Figure 1. Cells by drive strength.
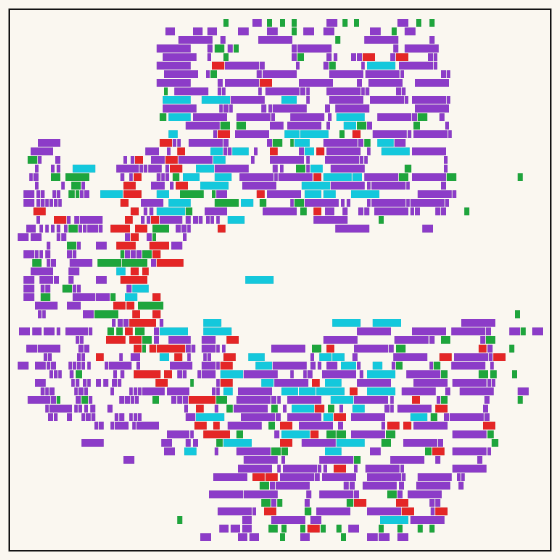
Figure 2. Placed standard cells.
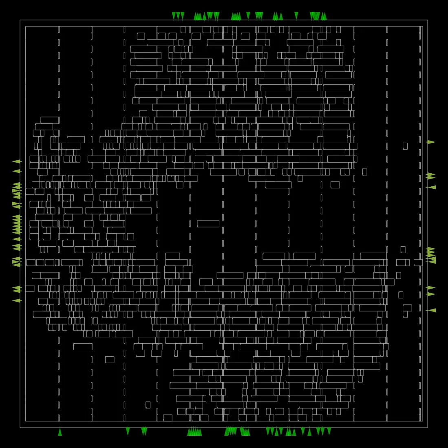
Figure 3. Wiring by layer.
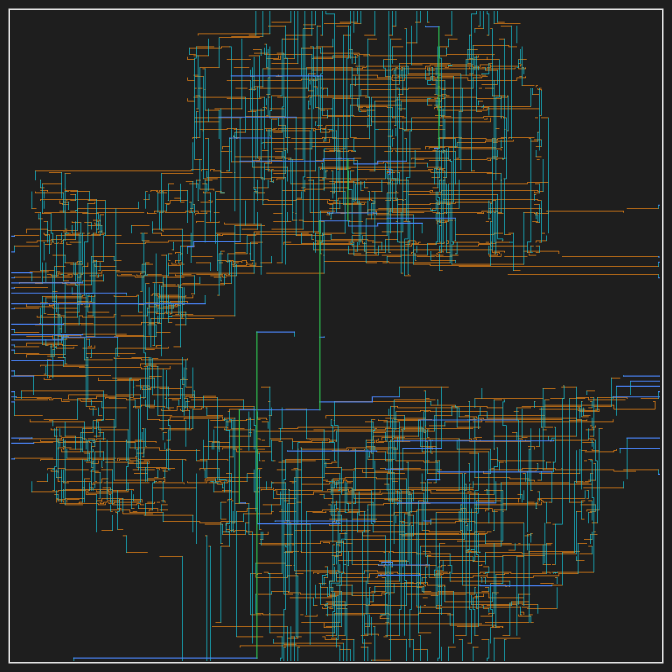
Figure 4. Cell classes on the final placement.
Fill, decap, tap and diode cells in gray.
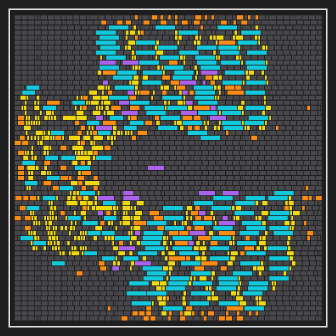
$ cat src/rtl/gpu_net_ni_if.sv
// Flit handshake bundle between the GPU, the network interface and the router local port.
// The slave modport is the network interface. The master modport is the GPU/router side.
interface gpu_net_ni_if;
  logic [15:0] gpu_data_in;
  logic        gpu_valid_in;
  logic        gpu_ready_out;
  logic [15:0] gpu_data_out;
  logic        gpu_valid_out;
  logic        gpu_ready_in;
  logic [15:0] rt_data_out;
  logic        rt_valid_out;
  logic        rt_ready_in;
  logic [15:0] rt_data_in;
  logic        rt_valid_in;
  logic        rt_ready_out;

  modport slave (
    input  gpu_data_in, gpu_valid_in, gpu_ready_in, rt_ready_in, rt_data_in, rt_valid_in,
    output gpu_ready_out, gpu_data_out, gpu_valid_out, rt_data_out, rt_valid_out, rt_ready_out
  );

  modport master (
    output gpu_data_in, gpu_valid_in, gpu_ready_in, rt_ready_in, rt_data_in, rt_valid_in,
    input  gpu_ready_out, gpu_data_out, gpu_valid_out, rt_data_out, rt_valid_out, rt_ready_out
  );
endinterface

$ cat src/rtl/gpu_net_ni.sv
// GPU-side network interface with two FWFT FIFOs.
// INJ carries GPU flits to the router and drops self-addressed flits; EJ carries router flits to the GPU and drops misrouted ones.
module gpu_net_ni #(
  parameter int GPU_ID     = 9,
  parameter int FIFO_DEPTH = 4,
  parameter int CNT_W      = 8
) (
  input  logic                          ACLK,
  input  logic                          ARESET,
  gpu_net_ni_if.slave                   bus,
  output logic [CNT_W-1:0]              self_drop_cnt,
  output logic [CNT_W-1:0]              misroute_cnt,
  output logic [$clog2(FIFO_DEPTH):0]   inj_level,
  output logic [$clog2(FIFO_DEPTH):0]   ej_level
);
  localparam int AW = $clog2(FIFO_DEPTH);
  localparam int LW = AW + 1;
  localparam logic [LW-1:0] FULL  = LW'(FIFO_DEPTH);
  localparam logic [5:0]    MY_ID = 6'(GPU_ID);

  logic [15:0]   inj_mem [FIFO_DEPTH];
  logic [15:0]   ej_mem  [FIFO_DEPTH];
  logic [AW-1:0] inj_wp, inj_rp, ej_wp, ej_rp;
  logic [LW-1:0] inj_lvl, ej_lvl;

  logic inj_full, inj_empty, ej_full, ej_empty;
  logic gpu_hs, rt_hs, self_hit, for_me;
  logic inj_push, inj_pop, ej_push, ej_pop;

  assign inj_full  = inj_lvl == FULL;
  assign inj_empty = inj_lvl == '0;
  assign ej_full   = ej_lvl == FULL;
  assign ej_empty  = ej_lvl == '0;

  // Readies come only from registered levels and reset, so no valid-to-ready path exists.
  assign bus.gpu_ready_out = !ARESET && !inj_full;
  assign bus.rt_ready_out  = !ARESET && !ej_full;

  assign bus.rt_valid_out  = !ARESET && !inj_empty;
  assign bus.rt_data_out   = bus.rt_valid_out ? inj_mem[inj_rp] : '0;
  assign bus.gpu_valid_out = !ARESET && !ej_empty;
  assign bus.gpu_data_out  = bus.gpu_valid_out ? ej_mem[ej_rp] : '0;

  assign gpu_hs   = bus.gpu_valid_in && bus.gpu_ready_out;
  assign rt_hs    = bus.rt_valid_in && bus.rt_ready_out;
  assign self_hit = bus.gpu_data_in[15:10] == MY_ID;
  assign for_me   = bus.rt_data_in[15:10] == MY_ID;

  assign inj_push = gpu_hs && !self_hit;
  assign inj_pop  = bus.rt_valid_out && bus.rt_ready_in;
  assign ej_push  = rt_hs && for_me;
  assign ej_pop   = bus.gpu_valid_out && bus.gpu_ready_in;

  assign inj_level = inj_lvl;
  assign ej_level  = ej_lvl;

  always_ff @(posedge ACLK) begin
    if (inj_push) inj_mem[inj_wp] <= bus.gpu_data_in;
    if (ej_push)  ej_mem[ej_wp]   <= bus.rt_data_in;
  end

  always_ff @(posedge ACLK) begin
    if (ARESET) begin
      inj_wp        <= '0;
      inj_rp        <= '0;
      inj_lvl       <= '0;
      ej_wp         <= '0;
      ej_rp         <= '0;
      ej_lvl        <= '0;
      self_drop_cnt <= '0;
      misroute_cnt  <= '0;
    end else begin
      if (inj_push) inj_wp <= inj_wp + AW'(1);
      if (inj_pop)  inj_rp <= inj_rp + AW'(1);
      if (inj_push && !inj_pop)      inj_lvl <= inj_lvl + LW'(1);
      else if (!inj_push && inj_pop) inj_lvl <= inj_lvl - LW'(1);

      if (ej_push) ej_wp <= ej_wp + AW'(1);
      if (ej_pop)  ej_rp <= ej_rp + AW'(1);
      if (ej_push && !ej_pop)      ej_lvl <= ej_lvl + LW'(1);
      else if (!ej_push && ej_pop) ej_lvl <= ej_lvl - LW'(1);

      // Drop counters stick at all-ones rather than wrapping.
      if (gpu_hs && self_hit && self_drop_cnt != '1) self_drop_cnt <= self_drop_cnt + CNT_W'(1);
      if (rt_hs && !for_me && misroute_cnt != '1)    misroute_cnt  <= misroute_cnt + CNT_W'(1);
    end
  end
endmodule

$ cat src/flat_wrapper.sv
// flat-port wrapper written by rule: the top's interface ports become plain ports
module gpu_net_ni_flat 
#(
  parameter int GPU_ID     = 9,
  parameter int FIFO_DEPTH = 4,
  parameter int CNT_W      = 8
)
  (ACLK, ARESET, self_drop_cnt, misroute_cnt, inj_level, ej_level, bus_gpu_data_in, bus_gpu_valid_in, bus_gpu_ready_in, bus_rt_ready_in, bus_rt_data_in, bus_rt_valid_in, bus_gpu_ready_out, bus_gpu_data_out, bus_gpu_valid_out, bus_rt_data_out, bus_rt_valid_out, bus_rt_ready_out);
  gpu_net_ni_if bus_i ();
  input  logic ACLK;
  input  logic ARESET;
  output logic [CNT_W-1:0] self_drop_cnt;
  output logic [CNT_W-1:0] misroute_cnt;
  output logic [$clog2(FIFO_DEPTH):0] inj_level;
  output logic [$clog2(FIFO_DEPTH):0] ej_level;
  input wire logic [$bits(bus_i.gpu_data_in)-1:0] bus_gpu_data_in;
  input wire logic [$bits(bus_i.gpu_valid_in)-1:0] bus_gpu_valid_in;
  input wire logic [$bits(bus_i.gpu_ready_in)-1:0] bus_gpu_ready_in;
  input wire logic [$bits(bus_i.rt_ready_in)-1:0] bus_rt_ready_in;
  input wire logic [$bits(bus_i.rt_data_in)-1:0] bus_rt_data_in;
  input wire logic [$bits(bus_i.rt_valid_in)-1:0] bus_rt_valid_in;
  output wire logic [$bits(bus_i.gpu_ready_out)-1:0] bus_gpu_ready_out;
  output wire logic [$bits(bus_i.gpu_data_out)-1:0] bus_gpu_data_out;
  output wire logic [$bits(bus_i.gpu_valid_out)-1:0] bus_gpu_valid_out;
  output wire logic [$bits(bus_i.rt_data_out)-1:0] bus_rt_data_out;
  output wire logic [$bits(bus_i.rt_valid_out)-1:0] bus_rt_valid_out;
  output wire logic [$bits(bus_i.rt_ready_out)-1:0] bus_rt_ready_out;
  assign bus_i.gpu_data_in = bus_gpu_data_in;
  assign bus_i.gpu_valid_in = bus_gpu_valid_in;
  assign bus_i.gpu_ready_in = bus_gpu_ready_in;
  assign bus_i.rt_ready_in = bus_rt_ready_in;
  assign bus_i.rt_data_in = bus_rt_data_in;
  assign bus_i.rt_valid_in = bus_rt_valid_in;
  assign bus_gpu_ready_out = bus_i.gpu_ready_out;
  assign bus_gpu_data_out = bus_i.gpu_data_out;
  assign bus_gpu_valid_out = bus_i.gpu_valid_out;
  assign bus_rt_data_out = bus_i.rt_data_out;
  assign bus_rt_valid_out = bus_i.rt_valid_out;
  assign bus_rt_ready_out = bus_i.rt_ready_out;
  gpu_net_ni #(.GPU_ID(GPU_ID), .FIFO_DEPTH(FIFO_DEPTH), .CNT_W(CNT_W)) u_core (.ACLK(ACLK), .ARESET(ARESET), .bus(bus_i), .self_drop_cnt(self_drop_cnt), .misroute_cnt(misroute_cnt), .inj_level(inj_level), .ej_level(ej_level));
endmodule
$ cat config.mk
export PLATFORM = sky130hd
export DESIGN_NAME = gpu_net_ni_flat
export DESIGN_NICKNAME = d
export VERILOG_FILES = /design/src/rtl/gpu_net_ni_if.sv /design/src/rtl/gpu_net_ni.sv /design/src/flat_wrapper.sv
export SDC_FILE = /design/constraint.sdc
export NUM_CORES = 1
export LEC_CHECK = 0
export ABC_AREA = 1
export ABC_CLOCK_PERIOD_IN_PS = 1900
export CORE_MARGIN = 2
export CORE_UTILIZATION = 25
export DETAILED_ROUTE_END_ITERATION = 16
export GPL_TIMING_DRIVEN = 0
export PLACE_DENSITY = 0.51
export SYNTH_ARGS = -nofsm -noshare
export SYNTH_HDL_FRONTEND = slang
export SYNTH_SLANG_ARGS = --single-unit
$ cat constraint.sdc
create_clock -name ACLK -period 1.9 [get_ports ACLK]
set_input_delay 0.38 -clock ACLK [delete_from_list [all_inputs] [get_ports ACLK]]
set_output_delay 0.38 -clock ACLK [all_outputs]
set_load 0.01 [all_outputs]
==> flow_results.org <==
#+TITLE: Flow metrics

** Final layout
- Fill cell count :: 2727
- Number of clock buffers in the layout :: 17
- In the final layout, excluding clock inverters the inverter count is 66.
- Number of nets in the finished design :: 892
- Area of the multi-input gates :: 2570 um2
- Multi-input logic portion of the cell area :: 0.2539
- The design has 162 sequential cells.
- Count of non-CTS buffers in the layout :: 167
- Fraction of layout instances using a drive strength above 1 :: 0.3341
- Summing all flip-flop and latch instances after layout gives 4553 um2.
- Most frequent logic cell in the layout :: edfxtp_1
- Commonest non-fill, non-tap cells in the layout :: edfxtp_1, nor2_1, inv_1, nand2_1, o21ai_1
- Diode count :: 0

** CTS
- Clock tree from TritonCTS :: yes
- CTS-repair resized insts :: 272
- Looking at the clock tree report, the root buffer type is clkbuf_16.
- Per the repair_timing log after CTS, setup buffers inserted total 24.
- Max Root-Sink Buffers :: 2
- Sink count of the clock tree :: 162
- In the CTS report, the clock slew at the register clock pins of the worst setup and hold paths is listed as 0.07 ns.

** Logic synthesis
- Per Yosys stat, the portion of area used by sequential elements is 0.6463.
- Summed over all instances, the cell type with the most area after synthesis is edfxtp_1.
- Gate Count Post-Synth :: 681
- Mapped cell area :: 7000 um2
- Sorting the synthesized cells by how often they occur yields nor2_1, edfxtp_1, o21ai_0.
- At floorplan, the net count of the design was reported as 733.
- Yosys instantiated no cell more often than nor2_1.
- Averaged over all synthesized cells, the footprint is 10.28 um2.
- Commonest flop :: edfxtp_1
- The synthesized design contains 128 enable-type register cells.
- Ys async rst share :: 0
- Number of register bits inferred by synthesis :: 162
- Post-synth cell types :: 29

** Route
- In the final routing, the length of wire on met1 measures 8699 um.
- Per the post-route antenna check, the number of violating nets is 0.
- First drt pass iteration count :: 4
- Total number of vias :: 5243
- In the detailed route, the total length drawn on met3 is 810 um.
- Routed signal wires occupy layers up through met4.
- The script logs the ratio of routed vias to standard cells as 4.259.
- Final wirelength :: 18260 um

** Pwr
- Register share of total power :: 0.470
- The power report attributes to the combinational group a share of 0.126.
- Sw Share :: 0.2685
- In this run the power spent charging and discharging nets is 2.250 mW.
- Overall power :: 8.379 mW

** Global route
- Overflow after GRT :: 0
- Pin count of the biggest net entering global routing :: 19
- The number of global-route vias before repair was 5058.
- Global routing put the most usage on met2.
- Number of antenna violations at the first check in global routing :: 0
- For this run, the total global-route usage over all layers was measured as 0.1250.
- met2 track demand over resource after global routing is 0.1985.

** STA
- Counting endpoints that fail hold in the final report gives 0.
- The smallest clock period supported by the final layout is computed as 2.040 ns.
- Looking at the max-slew report, the worst-margin pin has a slew of 0.5264 ns.
- Checking max transition, the worst relative margin is 0.6482.
- The end-of-flow timing check tallies setup violations at 32.
- Final setup margin :: -0.1397 ns
- Highest clock frequency the design can meet :: 490.3 MHz

** Place
- Post-placement cell area :: 8529 um2
- During placement, the flow inserted port buffers numbering 95.
- Final weighted congestion of routability-driven global placement :: 0.7675

** Worst setup path
- The largest single stage delay on the critical path is 0.38 ns.
- The largest individual stage delay along the critical path comes from the cell dfxtp_4.
- The timing report gives the worst reg2reg path a setup slack of 0.04 ns.
- Worst Path Class, Setup :: reg2out
- Sequence of cells on the critical path :: clkinvlp_4, buf_6, nor2_1, o21ai_1, a21oi_2, buf_2
- STA puts the critical path data required time at 1.52 ns.
- The worst setup path is launched from a flop.
- Per the timing report, the biggest fanout along the worst path comes to 6.
- The endpoint identified for the worst register-to-register timing path is u_core.inj_level[2].
- The worst register-to-register path has a depth of 11.
- Family with the most delay on the worst path :: buffers and inverters

** Outcome
- Violated checks :: setup timing
- The run finished, with violations left.

** Job
- OpenROAD warning count :: 35
- Number of max-capacitance violations reported :: 0

** Floorplan
- Chip footprint :: 29360 um2
- For this configuration, the core starts out at a cell density of 0.2527.
About Figure 1:
color	size	cells	share
green	x2	124	15%
cyan	x6 and larger	72	8.4%
purple	x1 and smaller	568	67%
red	x3 and x4	89	10%

About Figure 2:
number of cell rows: 61
well tap count: 378
number of non-filler instances in the completed layout: 1231
core area: 27710 um2
sequential portion of the cell area: 0.4499

About Figure 3:
color	layer	wire length
green	M4	208 um
cyan	M2	8540 um
orange	M1	8700 um
blue	M3	811 um

About Figure 4:
color	class	cells	share of their area
cyan	registers	162	47%
yellow	remaining logic cells	492	29%
orange	remaining buffers and delay cells	167	17%
purple	clock drivers and dummy loads	32	6.0%
final std cell area, no fill: 10120 um2
final cell utilization of the core: 0.3653

-- worst min-delay path by stage --
stage | startpoint | end | slack, ns | depth (start not counted)
after global routing | ARESET | u_core.ej_level[0] | 0.20 | 2
after floorplan | u_core.inj_rp[0] | flop | 0.44 | 2
final | ARESET | u_core.ej_level[0] | 0.19 | 2
after detailed placement | u_core.inj_rp[0] | u_core.inj_rp[0] | 0.47 | 2
after global placement | u_core.inj_rp[0] | u_core.inj_rp[0] | 0.45 | 2
after CTS | ARESET | u_core.ej_level[0] | 0.27 | 2
-- registers in the layout, indices dropped and copies added (netlist names), named ones only --
register	count
u_core.ej_mem	64
u_core.inj_mem	64
u_core.misroute_cnt	8
u_core.self_drop_cnt	8
u_core.ej_level	3
u_core.inj_level	3
u_core.ej_rp	2
u_core.ej_wp	2
u_core.inj_rp	2
u_core.inj_wp	2
-- kinds of logic (layout without fill, tap and decap cells) --
logic type / Yosys count / count (layout) / synth area share
DFF: 162 / 162 / 0.6463
xor gates and xnor gates: 2 / 2 / 0.002503
adders and majority gates: 14 / 14 / 0.02717
AOI/OAI and AO/OA: 134 / 134 / 0.1017
buffers and inverters: 93 / 265 / 0.05612
and+or+nand+nor: 276 / 276 / 0.1662
-- through the flow --
step	TNS (ns)	worst slack [ns]	util	std cells
finish	-3.021	-0.1397	0.3653	1231
CTS	-3.837	-0.1922	0.3440	1217
global placement	-213.49	-1.512	0.3047	1154
global route	-5.876	-0.2143	0.3653	1231
floorplan	-11.94	-0.09794	-	681
detailed placement	-131.78	-1.043	0.3079	1159
-- power by group through the flow --
stage	Combinational, mW	Clock (mW)	Sequential, mW
finish	1.06	3.38	3.94
global route	1.16	3.61	3.95
CTS	0.935	3.46	3.94
detailed placement	0.846	0	4.02
global placement	0.834	0	4.02
floorplan	0.395	0	4.02
Power figures rest on the tool's default switching activity, not on a simulated workload.
